===== src/rtl/wb_queue_if.sv =====
// Bundle of the two writeback sources, the register-file write port and the
// forwarding snoop port that surround the writeback queue.
interface wb_queue_if #(parameter int DEPTH = 4) ();
  localparam int CW = $clog2(DEPTH) + 1;

  logic          a_valid;
  logic [4:0]    a_reg;
  logic [31:0]   a_data;
  logic          b_valid;
  logic [4:0]    b_reg;
  logic [31:0]   b_data;
  logic          b_ready;
  logic          regwrite;
  logic [4:0]    wreg;
  logic [31:0]   wdata;
  logic [4:0]    rreg1;
  logic [4:0]    rreg2;
  logic          hit1;
  logic          hit2;
  logic [31:0]   fwd1;
  logic [31:0]   fwd2;
  logic [CW-1:0] count;

  modport slave (
    input  a_valid, a_reg, a_data, b_valid, b_reg, b_data, rreg1, rreg2,
    output b_ready, regwrite, wreg, wdata, hit1, hit2, fwd1, fwd2, count
  );

  modport master (
    output a_valid, a_reg, a_data, b_valid, b_reg, b_data, rreg1, rreg2,
    input  b_ready, regwrite, wreg, wdata, hit1, hit2, fwd1, fwd2, count
  );
endinterface


===== src/rtl/wb_queue.sv =====
// In-order writeback queue merging pipeline (A) and long-latency (B) results
// into one register-file write port, with forwarding of still-pending writes.
module wb_queue #(
  parameter int DEPTH = 4
) (
  input logic   clk,
  input logic   reset,
  wb_queue_if.slave bus
);
  localparam int AW = $clog2(DEPTH);
  localparam int CW = AW + 1;

  logic [4:0]    ent_reg  [DEPTH];
  logic [31:0]   ent_data [DEPTH];
  logic [AW-1:0] rd_ptr;
  logic [AW-1:0] wr_ptr;
  logic [AW-1:0] b_slot;
  logic [AW-1:0] idx;
  logic [CW-1:0] count;
  logic          deq;
  logic          acc_a;
  logic          acc_b;
  logic          b_ready;

  // Writes to r0 are dropped here; B still handshakes so its unit is released.
  always_comb begin
    deq     = (count != '0);
    b_ready = (count != CW'(DEPTH));
    acc_a   = bus.a_valid && (bus.a_reg != 5'd0);
    acc_b   = bus.b_valid && b_ready && (bus.b_reg != 5'd0);
    b_slot  = wr_ptr + AW'(acc_a);
  end

  always_ff @(posedge clk or negedge reset) begin
    if (!reset) begin
      rd_ptr <= '0;
      wr_ptr <= '0;
      count  <= '0;
    end else begin
      rd_ptr <= rd_ptr + AW'(deq);
      wr_ptr <= wr_ptr + AW'(acc_a) + AW'(acc_b);
      count  <= count - CW'(deq) + CW'(acc_a) + CW'(acc_b);
    end
  end

  // Entry payloads need no reset; occupancy alone decides what is valid.
  always_ff @(posedge clk) begin
    if (acc_a) begin
      ent_reg[wr_ptr]  <= bus.a_reg;
      ent_data[wr_ptr] <= bus.a_data;
    end
    if (acc_b) begin
      ent_reg[b_slot]  <= bus.b_reg;
      ent_data[b_slot] <= bus.b_data;
    end
  end

  // Walk oldest to youngest so the last match seen is the youngest one.
  always_comb begin
    bus.hit1 = 1'b0;
    bus.hit2 = 1'b0;
    bus.fwd1 = '0;
    bus.fwd2 = '0;
    idx      = rd_ptr;
    for (int i = 0; i < DEPTH; i++) begin
      idx = rd_ptr + AW'(i);
      if (CW'(i) < count) begin
        if (bus.rreg1 != 5'd0 && ent_reg[idx] == bus.rreg1) begin
          bus.hit1 = 1'b1;
          bus.fwd1 = ent_data[idx];
        end
        if (bus.rreg2 != 5'd0 && ent_reg[idx] == bus.rreg2) begin
          bus.hit2 = 1'b1;
          bus.fwd2 = ent_data[idx];
        end
      end
    end
  end

  always_comb begin
    bus.b_ready  = b_ready;
    bus.count    = count;
    bus.regwrite = deq;
    bus.wreg     = deq ? ent_reg[rd_ptr]  : 5'd0;
    bus.wdata    = deq ? ent_data[rd_ptr] : 32'd0;
  end
endmodule


===== src/flat_wrapper.sv =====
// flat-port wrapper written by rule: the top's interface ports become plain ports
module wb_queue_flat 
#(
  parameter int DEPTH = 4
)
  (clk, reset, bus_a_valid, bus_a_reg, bus_a_data, bus_b_valid, bus_b_reg, bus_b_data, bus_rreg1, bus_rreg2, bus_b_ready, bus_regwrite, bus_wreg, bus_wdata, bus_hit1, bus_hit2, bus_fwd1, bus_fwd2, bus_count);
  wb_queue_if #(.DEPTH(DEPTH)) bus_i ();
  input logic clk;
  input logic reset;
  input wire logic [$bits(bus_i.a_valid)-1:0] bus_a_valid;
  input wire logic [$bits(bus_i.a_reg)-1:0] bus_a_reg;
  input wire logic [$bits(bus_i.a_data)-1:0] bus_a_data;
  input wire logic [$bits(bus_i.b_valid)-1:0] bus_b_valid;
  input wire logic [$bits(bus_i.b_reg)-1:0] bus_b_reg;
  input wire logic [$bits(bus_i.b_data)-1:0] bus_b_data;
  input wire logic [$bits(bus_i.rreg1)-1:0] bus_rreg1;
  input wire logic [$bits(bus_i.rreg2)-1:0] bus_rreg2;
  output wire logic [$bits(bus_i.b_ready)-1:0] bus_b_ready;
  output wire logic [$bits(bus_i.regwrite)-1:0] bus_regwrite;
  output wire logic [$bits(bus_i.wreg)-1:0] bus_wreg;
  output wire logic [$bits(bus_i.wdata)-1:0] bus_wdata;
  output wire logic [$bits(bus_i.hit1)-1:0] bus_hit1;
  output wire logic [$bits(bus_i.hit2)-1:0] bus_hit2;
  output wire logic [$bits(bus_i.fwd1)-1:0] bus_fwd1;
  output wire logic [$bits(bus_i.fwd2)-1:0] bus_fwd2;
  output wire logic [$bits(bus_i.count)-1:0] bus_count;
  assign bus_i.a_valid = bus_a_valid;
  assign bus_i.a_reg = bus_a_reg;
  assign bus_i.a_data = bus_a_data;
  assign bus_i.b_valid = bus_b_valid;
  assign bus_i.b_reg = bus_b_reg;
  assign bus_i.b_data = bus_b_data;
  assign bus_i.rreg1 = bus_rreg1;
  assign bus_i.rreg2 = bus_rreg2;
  assign bus_b_ready = bus_i.b_ready;
  assign bus_regwrite = bus_i.regwrite;
  assign bus_wreg = bus_i.wreg;
  assign bus_wdata = bus_i.wdata;
  assign bus_hit1 = bus_i.hit1;
  assign bus_hit2 = bus_i.hit2;
  assign bus_fwd1 = bus_i.fwd1;
  assign bus_fwd2 = bus_i.fwd2;
  assign bus_count = bus_i.count;
  wb_queue #(.DEPTH(DEPTH)) u_core (.clk(clk), .reset(reset), .bus(bus_i));
endmodule

===== config.mk =====
export PLATFORM = sky130hd
export DESIGN_NAME = wb_queue_flat
export DESIGN_NICKNAME = d
export VERILOG_FILES = /design/src/rtl/wb_queue_if.sv /design/src/rtl/wb_queue.sv /design/src/flat_wrapper.sv
export SDC_FILE = /design/constraint.sdc
export NUM_CORES = 1
export LEC_CHECK = 0
export CAP_MARGIN = 10
export CORE_MARGIN = 2
export CORE_UTILIZATION = 55
export CTS_BUF_LIST = sky130_fd_sc_hd__clkbuf_4
export DETAILED_ROUTE_END_ITERATION = 8
export GPL_TIMING_DRIVEN = 0
export PLACE_DENSITY = 0.81
export SLEW_MARGIN = 20
export SYNTH_ARGS = -nofsm -noshare
export SYNTH_HDL_FRONTEND = slang
export SYNTH_SLANG_ARGS = --single-unit

===== constraint.sdc =====
create_clock -name clk -period 8.4 [get_ports clk]
set_clock_uncertainty 0.15 [all_clocks]
set_input_delay 2.1 -clock clk [delete_from_list [all_inputs] [get_ports clk]]
set_output_delay 2.1 -clock clk [all_outputs]
set_load 0.02 [all_outputs]

Placement view:
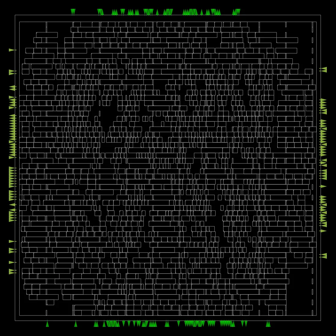
number of fill cells: 1,876
number of core rows: 56

Met2 routing:
Scale: 2 px per um. Cells faint in the background.
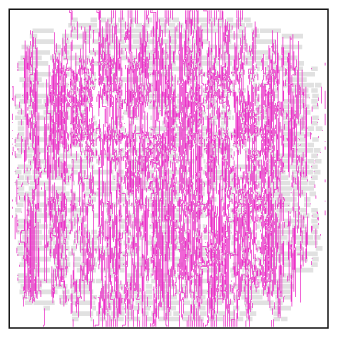
The longest straight run is 60.0 um. 1,473 nets have wire on it.

Pin map:
Scale: 3 px per um. Pins as bars across the die edge, other pins in grey.
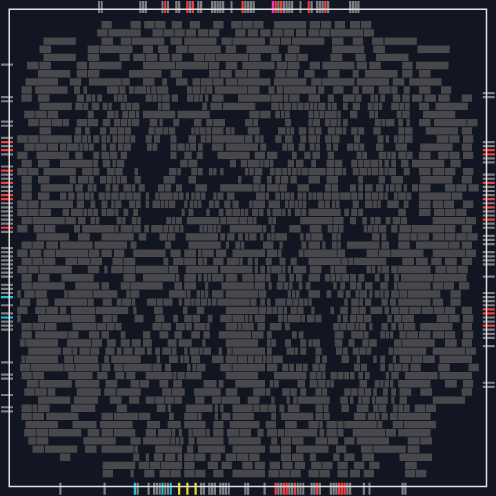
Key: cyan = `bus_rreg1` [pins 5, direction input, edge 3 bottom, 2 left]; magenta = `bus_hit2` [pins 1, direction output, edge top]; yellow = `bus_count` [pins 3, direction output, edge bottom]; red = `bus_fwd1` [pins 32, direction output, edge 9 right, 8 top, 8 bottom, 7 left]
All pins by edge: 54 bottom, 51 left, 46 top, 45 right.

Wiring by layer:
Scale: 2 px per um. Two of the layers only.
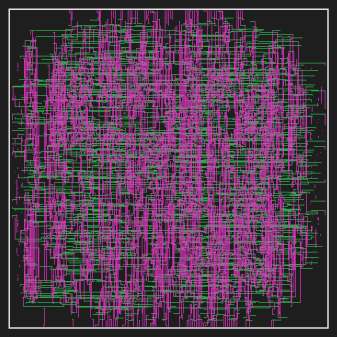
Key: green = M1 [wire length 17,800 um]; magenta = M2 [wire length 21.7 mm]

==> datasheet_impl.txt <==
Physical design parameters

Parameter                              Value

Floorplan
  Overall die width .................. around 160 um
  Fp util .................. 0.560
  Total die size .................. approximately 25,000 sq um
  Number of well taps .................. about 320
  CORE AREA .................. 23,500 sq um
  Top-Level Pins .................. 196
  Die span in y .................. 159 um

Routing
  Post-detailed-routing wire length .................. 48,200 um
  DR vias/cell .................. just under 7
  Number of nets with antenna violations after routing .................. 0
  Initial detailed-routing violation count .................. roughly 2,100
  Detailed-routing iteration count for the pre-antenna-repair pass .................. 8
  Per-cell routed wire length .................. roughly 26 um
  Vias post-DR .................. between 10,000 and 15,000
  Number of design rule violations left after detail routing .................. 0

Worst hold path
  Path class of the lowest-slack min-delay path .................. reg -> reg
  Worst hold path cell count .................. 1

Setup path
  Cell type of the slowest stage on the worst timing path .................. sky130_fd_sc_hd__clkdlybuf4s50_1
  Data required time of the critical path .................. roughly 6.2 ns
  Critical Path, Cell by Cell .................. clkdlybuf4s50_1 -> nor3_1 -> a21oi_1 -> nor2_1 -> a211o_1 -> o21a_2 -> buf_2 -> a211oi_1 -> clkdlybuf4s50_1
  CP Max Fanout .................. 10
  Critical path type .................. in -> out
  Cell type with the highest occurrence count on the critical path .................. sky130_fd_sc_hd__clkdlybuf4s50_1
  Number of cell instances on the worst register-to-register path .................. 8
  Type of element capturing the critical path .................. output port
  Data arrival at the endpoint of the critical path .................. approximately 5.2 ns
  Startpoint type of the worst setup path .................. primary input
  Delay of the slowest critical-path stage .................. 0.70 ns

Cells and area
  Diode insertion count for antenna repair .................. 1
  Commonest non-fill, non-tap cells in the layout .................. sky130_fd_sc_hd__clkdlybuf4s50_1, sky130_fd_sc_hd__mux2_2, sky130_fd_sc_hd__edfxtp_1
  Layout cells sized above 1 .................. 0.193
  Post-layout nets .................. ~1,600
  Non-clock inverter total of the final layout .................. 12
  Number of non-clock buffers in the layout .................. about 330
  Most common cell after layout, fill and taps aside .................. sky130_fd_sc_hd__clkdlybuf4s50_1
  Max FFs per register .................. around 130
  Footprint of the flip-flops and latches .................. about 4600 sq um
  Gate Area .................. 7790 sq um
  Growth of design area from synthesis to finish .................. 20.2%
  Multi-input gate share of total cell area .................. 0.493
  Area-dominant class .................. logic gates
  Sequential fraction of total cell area .................. 0.292
  Clk_buf instances .................. 18
  Layout non-clock buf frac .................. 0.168
  Relative area of clock buffers and inverters in the final design .................. 0.0181
  Count of multi-input gates .................. between 1,000 and 1,500
  Number of flip-flops and latches .................. 155

STA
  Final setup slack of the worst path .................. about 0.94 ns
  Rel. slew slack .................. 0.303
  Setup violation total in the final timing report .................. 0
  Achievable clock frequency .................. roughly 0.13 GHz
  Final count of pins violating max slew .................. 0
  Share of the clock period used by the worst path .................. 0.888
  Unrepaired setup endpoints after global routing .................. false
  Slew at the pin closest to its max-slew limit .................. approximately 1.0 ns
  Summed negative setup slack over all endpoints .................. 0 ns
  Final Hold Violating Endpoints .................. 0
  Final Critical Period .................. between 7 and 8 ns
  Worst slack on hold paths .................. 0.424 ns

Clock tree
  Post-CTS setup buffer count .................. 0
  Insertion delay of the later-clocked pin in the worst-skew pair .................. around 0.61 ns
  Clock tree from TritonCTS .................. yes
  Post-cts repair resize count .................. 0
  Num Clock Sinks .................. roughly 160
  Largest buffer count on any clock path .................. 2
  Hold buffers post-CTS .................. 0
  Clock-pin slew on the worst setup and hold paths .................. roughly 0.17 ns
  CTS H-tree lvls .................. 4
  CTS Buf Count .................. 17
  CTS Root Buffer Type .................. sky130_fd_sc_hd__clkbuf_4

Global route
  Total grt overflow .................. 0
  Initial antenna violation count .................. 1
  Overall track demand over capacity in global routing .................. 0.377
  Number of global-route vias before repair .................. 12,500
  Largest net degree at the start of global routing .................. 38
  Global-route wire length before repair .................. a little over 70,000 um

Placed design
  Placer Congestion .................. 0.997
  Setup WS pre-CTS .................. roughly 1.1 ns
  Port Buffers .................. between 150 and 200
  Post-DP HPWL .................. around 33,000 um

Yosys
  Netlist cell types .................. 54
  Largest combinational cell category by area .................. multiplexers
  Mux cell area share after synthesis .................. 0.242
  Post-Syn Nets .................. 1,435
  Average size of a mapped cell .................. 9.82 sq um
  And+or+nand+nor area frac .................. 0.144
  Number of warnings issued by yosys .................. 0
  Fraction of registers with async set or reset after synthesis .................. 0.0452
  FA/HA/MAJ Cells, Area Fraction .................. 0.00876
  Post-synthesis instance area .................. about 13,000 sq um
  Prevailing post-synth register cell .................. sky130_fd_sc_hd__edfxtp_1
  Post-synth tally of flip-flops with integrated enable .................. roughly 150
  Yosys Chip Area .................. about 13,000 sq um
  Registers, synthesis .................. 155
  Aoi/oai-family share of the synthesized area .................. 0.164
  Number of standard cells after synthesis .................. between 1,000 and 1,500
  Area fraction in xor and xnor cells .................. 0.0312
  Share of synthesized area occupied by flip-flops and latches .................. 0.351
  Number of cells in Yosys stat .................. 1,339

Power
  Worst supply voltage drop on vdd .................. ~0.27 mV
  Tot Pwr .................. about 0.0073 W
  Areal power density over the cells .................. ~460 nW/um^2
  P_leak .................. between 5 and 6 nW

Status
  Result of the run .................. complete, no violations

Job
  Warning total across the stage logs .................. 27
  Max-cap violations .................. 0
-- through the flow --
| stage | std cells | area, sq um | utilization |
|---|---|---|---|
| floorplan | 1339 | 13100 | - |
| global placement | 1845 | 15400 | 0.657 |
| detailed placement | 1848 | 15500 | 0.661 |
| CTS | 1880 | 15800 | 0.673 |
| global route | 1881 | 15800 | 0.673 |
| finish | 1881 | 15800 | 0.673 |
-- per-layer routing --
metal | track usage | vias up | part of all wire
met5 | 0 | - | 0
met4 | 0.177 | 0 | 0.050
met3 | 0.101 | 227 | 0.13
met2 | 0.594 | 1145 | 0.45
met1 | 0.484 | 6121 | 0.37
li1 | - | 5574 | -
-- path summary, 6_finish.rpt --
check	startpoint	end	slack, ns
worst min register to register	u_core.rd_ptr[0]	u_core.rd_ptr[0]	0.42
worst max register to register	u_core.wr_ptr[0]	u_core.ent_data[1][31]	4.52
worst min-delay path	u_core.rd_ptr[0]	u_core.rd_ptr[0]	0.42
worst max-delay path	bus_rreg1[0]	bus_fwd1[11]	0.94
max in group asynchronous	reset	u_core.wr_ptr[0]	6.26
min in group asynchronous	reset	u_core.rd_ptr[0]	1.58
-- synthesized netlist by cell type, types with 3 or more instances --
cell type | instances | area share
sky130_fd_sc_hd__xnor2_1 | 31 | 0.021
sky130_fd_sc_hd__nand4_1 | 35 | 0.017
sky130_fd_sc_hd__or2_1 | 3 | 0.0014
sky130_fd_sc_hd__nor3_1 | 70 | 0.027
sky130_fd_sc_hd__and2_1 | 33 | 0.016
sky130_fd_sc_hd__o21ai_0 | 33 | 0.013
sky130_fd_sc_hd__ha_1 | 6 | 0.0057
sky130_fd_sc_hd__o211ai_1 | 33 | 0.019
sky130_fd_sc_hd__buf_2 | 31 | 0.012
sky130_fd_sc_hd__a21oi_1 | 97 | 0.037
sky130_fd_sc_hd__mux2_2 | 180 | 0.15
sky130_fd_sc_hd__inv_1 | 12 | 0.0034
sky130_fd_sc_hd__buf_1 | 9 | 0.0026
sky130_fd_sc_hd__dfrtp_1 | 7 | 0.013
sky130_fd_sc_hd__edfxtp_1 | 148 | 0.34
sky130_fd_sc_hd__nand3_1 | 7 | 0.0027
sky130_fd_sc_hd__mux2i_1 | 75 | 0.057
sky130_fd_sc_hd__clkbuf_1 | 79 | 0.023
sky130_fd_sc_hd__nor4_1 | 32 | 0.015
sky130_fd_sc_hd__mux4_2 | 17 | 0.029
sky130_fd_sc_hd__a211oi_1 | 92 | 0.053
sky130_fd_sc_hd__nor2_1 | 70 | 0.020
sky130_fd_sc_hd__a31oi_1 | 64 | 0.030
sky130_fd_sc_hd__nand2_1 | 72 | 0.021
sky130_fd_sc_hd__buf_4 | 4 | 0.0023
sky130_fd_sc_hd__nor2b_1 | 36 | 0.017
sky130_fd_sc_hd__xor2_1 | 14 | 0.0093
sky130_fd_sc_hd__buf_6 | 16 | 0.014
-- worst max-delay path: cells and delay by family --
| kind | cells | cell delay, ns |
|---|---|---|
| and+or+nand+nor | 2 | 0.16 |
| AOI/OAI and AO/OA | 4 | 1.46 |
| buffers and inverters | 3 | 1.48 |
-- report_power, final --
group,switching (W),internal (W)
Clock,0.000335,0.000162
Sequential,0.000177,0.00125
Combinational,0.00333,0.00203
Total,0.00384,0.00344
Power is estimated from default activity; no workload was simulated.
